`src/rtl/cla_adder_pipe.sv`:
```
// cla_adder_pipe: 2-stage pipelined carry-lookahead adder/subtractor with valid/ready on both sides.
// Define CLA_ADDER_PIPE_FLAGS_EN to add registered zero (zf) and negative (nf) result flags.
module cla_adder_pipe #(
    parameter int WIDTH = 32,
    parameter int GROUP = 4
) (
    input  logic             clk,
    input  logic             rst_n,
    input  logic             in_valid,
    output logic             in_ready,
    input  logic [WIDTH-1:0] a,
    input  logic [WIDTH-1:0] b,
    input  logic             cin,
    input  logic             sub,
    output logic             out_valid,
    input  logic             out_ready,
    output logic [WIDTH-1:0] sum,
    output logic             cout,
    output logic             ovf,
    output logic             p,
    output logic             g
`ifdef CLA_ADDER_PIPE_FLAGS_EN
    ,
    output logic             zf,
    output logic             nf
`endif
);
    localparam int NG  = WIDTH / GROUP;
    localparam int NB  = (NG + 3) / 4;
    localparam int NGP = 4 * NB;

    if (GROUP != 4 || WIDTH % GROUP != 0 || WIDTH < 8 || WIDTH > 64) begin : g_bad_cfg
        $error("cla_adder_pipe: GROUP must be 4 and WIDTH a multiple of it in 8..64");
    end

    function automatic logic gen4(input logic [3:0] pp, input logic [3:0] gg);
        return gg[3] | (pp[3] & gg[2]) | (&pp[3:2] & gg[1]) | (&pp[3:1] & gg[0]);
    endfunction

    logic             s1_valid_q, s1_valid_d, s2_valid_q, s2_valid_d, s2_load;
    logic [WIDTH-1:0] s1_p_q, s1_g_q, s1_p_d, s1_g_d, bx;
    logic [NG-1:0]    s1_gp_q, s1_gg_q, s1_gp_d, s1_gg_d;
    logic             s1_c0_q, s1_amsb_q, s1_bmsb_q;
    logic [NGP-1:0]   gpx, ggx, cgx;
    logic [NB-1:0]    bp, bg;
    logic [NB:0]      bc;
    logic [WIDTH:0]   c;
    logic [WIDTH-1:0] sum_q, sum_d;
    logic             cout_q, cout_d, ovf_q, ovf_d, wp_q, wp_d, wg_q, wg_d;

    assign s2_load    = !s2_valid_q || out_ready;
    assign in_ready   = !s1_valid_q || s2_load;
    assign s1_valid_d = in_ready ? in_valid : s1_valid_q;
    assign s2_valid_d = s2_load ? s1_valid_q : s2_valid_q;

    always_comb begin
        bx      = sub ? ~b : b;
        s1_p_d  = a ^ bx;
        s1_g_d  = a & bx;
        s1_gp_d = '0;
        s1_gg_d = '0;
        for (int i = 0; i < NG; i++) begin
            s1_gp_d[i] = &s1_p_d[4*i +: 4];
            s1_gg_d[i] = gen4(s1_p_d[4*i +: 4], s1_g_d[4*i +: 4]);
        end
    end

    // Groups past NG in the last block are padded as pure propagates so block terms pass through.
    always_comb begin
        gpx          = '1;
        ggx          = '0;
        gpx[NG-1:0]  = s1_gp_q;
        ggx[NG-1:0]  = s1_gg_q;
        bp           = '0;
        bg           = '0;
        bc           = '0;
        cgx          = '0;
        c            = '0;
        wg_d         = 1'b0;
        for (int j = 0; j < NB; j++) begin
            bp[j] = &gpx[4*j +: 4];
            bg[j] = gen4(gpx[4*j +: 4], ggx[4*j +: 4]);
        end
        bc[0] = s1_c0_q;
        for (int j = 0; j < NB; j++) begin
            bc[j+1] = bg[j] | (bp[j] & bc[j]);
            wg_d    = bg[j] | (bp[j] & wg_d);
        end
        for (int j = 0; j < NB; j++) begin
            cgx[4*j] = bc[j];
            for (int k = 0; k < 3; k++)
                cgx[4*j+k+1] = ggx[4*j+k] | (gpx[4*j+k] & cgx[4*j+k]);
        end
        for (int i = 0; i < NG; i++) begin
            c[4*i] = cgx[i];
            for (int k = 0; k < 3; k++)
                c[4*i+k+1] = s1_g_q[4*i+k] | (s1_p_q[4*i+k] & c[4*i+k]);
        end
        c[WIDTH] = bc[NB];
        sum_d    = s1_p_q ^ c[WIDTH-1:0];
        cout_d   = c[WIDTH];
        ovf_d    = (s1_amsb_q ~^ s1_bmsb_q) & (s1_amsb_q ^ sum_d[WIDTH-1]);
        wp_d     = &s1_gp_q;
    end

    always_ff @(posedge clk or negedge rst_n) begin
        if (!rst_n) begin
            s1_valid_q <= 1'b0;
            s2_valid_q <= 1'b0;
            s1_p_q     <= '0;
            s1_g_q     <= '0;
            s1_gp_q    <= '0;
            s1_gg_q    <= '0;
            s1_c0_q    <= 1'b0;
            s1_amsb_q  <= 1'b0;
            s1_bmsb_q  <= 1'b0;
            sum_q      <= '0;
            cout_q     <= 1'b0;
            ovf_q      <= 1'b0;
            wp_q       <= 1'b0;
            wg_q       <= 1'b0;
        end else begin
            s1_valid_q <= s1_valid_d;
            s2_valid_q <= s2_valid_d;
            if (in_valid && in_ready) begin
                s1_p_q    <= s1_p_d;
                s1_g_q    <= s1_g_d;
                s1_gp_q   <= s1_gp_d;
                s1_gg_q   <= s1_gg_d;
                s1_c0_q   <= sub | cin;
                s1_amsb_q <= a[WIDTH-1];
                s1_bmsb_q <= bx[WIDTH-1];
            end
            if (s2_load && s1_valid_q) begin
                sum_q  <= sum_d;
                cout_q <= cout_d;
                ovf_q  <= ovf_d;
                wp_q   <= wp_d;
                wg_q   <= wg_d;
            end
        end
    end

`ifdef CLA_ADDER_PIPE_FLAGS_EN
    logic zf_q, nf_q;
    always_ff @(posedge clk or negedge rst_n) begin
        if (!rst_n) begin
            zf_q <= 1'b0;
            nf_q <= 1'b0;
        end else if (s2_load && s1_valid_q) begin
            zf_q <= ~|sum_d;
            nf_q <= sum_d[WIDTH-1];
        end
    end
    assign zf = zf_q;
    assign nf = nf_q;
`endif

    assign out_valid = s2_valid_q;
    assign sum       = sum_q;
    assign cout      = cout_q;
    assign ovf       = ovf_q;
    assign p         = wp_q;
    assign g         = wg_q;
endmodule

```
`config.mk`:
```
export PLATFORM = sky130hd
export DESIGN_NAME = cla_adder_pipe
export DESIGN_NICKNAME = d
export VERILOG_FILES = /design/src/rtl/cla_adder_pipe.sv
export SDC_FILE = /design/constraint.sdc
export NUM_CORES = 1
export LEC_CHECK = 0
export CORE_MARGIN = 2
export CORE_UTILIZATION = 55
export DETAILED_ROUTE_END_ITERATION = 7
export PLACE_DENSITY_LB_ADDON = 0.08
export RECOVER_POWER = 25
export SYNTH_ARGS = -nofsm -noshare
export SYNTH_HDL_FRONTEND = slang
export SYNTH_SLANG_ARGS = --single-unit
export TNS_END_PERCENT = 10
```
`constraint.sdc`:
```
create_clock -name clk -period 6 [get_ports clk]
set_input_delay 0.6 -clock clk [delete_from_list [all_inputs] [get_ports clk]]
set_output_delay 0.6 -clock clk [all_outputs]
set_load 0.005 [all_outputs]
```
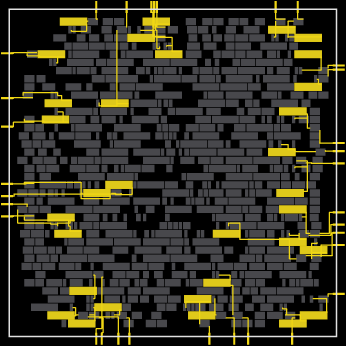
Fig. 1. Port wiring.
Drawn at 3 px/µm.
yellow -> `sum`  # direction output, edge 10 right, 8 bottom, 7 left, 7 top, end cells 32, wire 766 µm

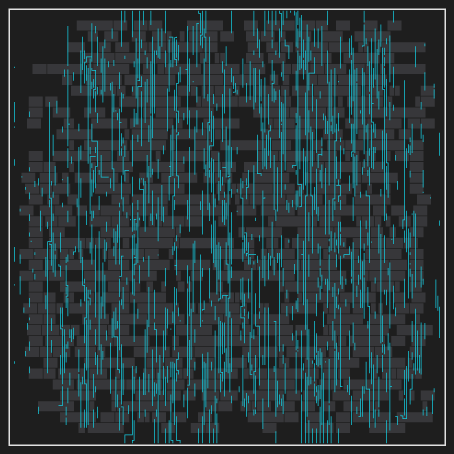
Fig. 2. Signal wires on met2.
Drawn at 4 px/µm. Cells faint in the background.
wire length on this layer = 5,670 µm
nets with wire on the layer = 632
share of all routed wire = 46%
main direction = vertical
longest straight run = 42.8 µm

==> metrics.yaml <==
status:
  status: "complete, but fails checks"
  violations: "capacitance limit, slew limit"
clock_tree:
  clock-root-buffer: "clkbuf_8"
  cts_setup_buffers: 0
  cts_resized: 0
setup_path:
  crit_path_max_fanout: 65
  path_depth: 2
  cpMaxStageDelayCell: "clkbuf_1"
  worstRegToRegCells: 13
  critical_path_required_ns: 6.32
  r2r_slack_ns: 2.73
  endpoint: "sum[24]$_DFFE_PN0P_"
  crit_arrival_ns: 3.88
place:
  gp_congestion: 0.8045
cells_and_area:
  largest_cell_class: "combinational gates"
  drive_gt1_share_pct: 17.46
  flop_area_um2: 2828
timing:
  rsz0062_at_grt: "no"
  maxSlewViolCount: 160
  fmax_mhz: 281.2
  maxSlewHeadroom_pct: -72.23
  finalHoldViolCount: 0
  setup_slack_ns: 2.444
synthesis:
  common_cells: "dfrtp_1, nand2_1, ha_1, mux2_4, xor2_1"
  top_cell_area_share_pct: 47.00
  ys_seq_share_pct: 47.00
  topCombFamilyByArea: "multiplexers"
  synth_flops: 113
  yosys.area_share.adder_pct: 11.64
  ff_type: "dfrtp_1"
  edf_count: 0
  netlist.top_cell.by_area: "dfrtp_1"
global_routing:
  grt_pass1_vias: 4103
route:
  wl_per_cell_um: 15.87
  ant_nets: 0
  drt_iter0_markers: 135
power_and_ir_drop:
  intPower_mw: 2.041
  power_leader: "sequential cells"
  peakVddDrop_mv: 0.1588
die:
  die_w_um: 108.6
run:
  cap_violations: 3
worst_hold_path:
  whs_path_depth: 2
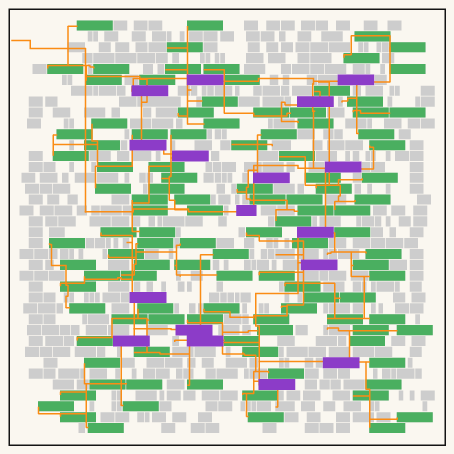
Fig. 3. Routed clock nets over the placement.
Drawn at 4 px/µm.
purple -> clock drivers  # count 17
green -> flip-flops  # count 113
orange -> clock wires  # length 1,460 µm
routed clock nets = 18
flops lie = spread over the die

## through the flow
| stage | hold WS [ns] | instance area (µm²) | instances |
|---|---|---|---|
| 2_1_floorplan | 0.3044 | 6017 | 508 |
| 3_3_place_gp | 0.4583 | 7094 | 738 |
| 3_5_place_dp | 0.4625 | 7094 | 738 |
| 4_1_cts | 0.1155 | 7646 | 770 |
| 5_1_grt | 0.4988 | 7636 | 770 |
| 6_report | 0.4710 | 7636 | 770 |
## state kept, by name, indices dropped and copies added, names as in the netlist, 8 cells and up
signal	flops
ggx	8
sum	32
s1_g_q	24
s1_p_q	32
gpx	8
## per-layer routing
metal	vias up	track usage, %	wire length (µm)
li1	1963	-	-
met1	1932	30.89	5796
met2	100	34.55	5665
met3	6	6.088	673
met4	0	6.685	81
met5	-	0	0
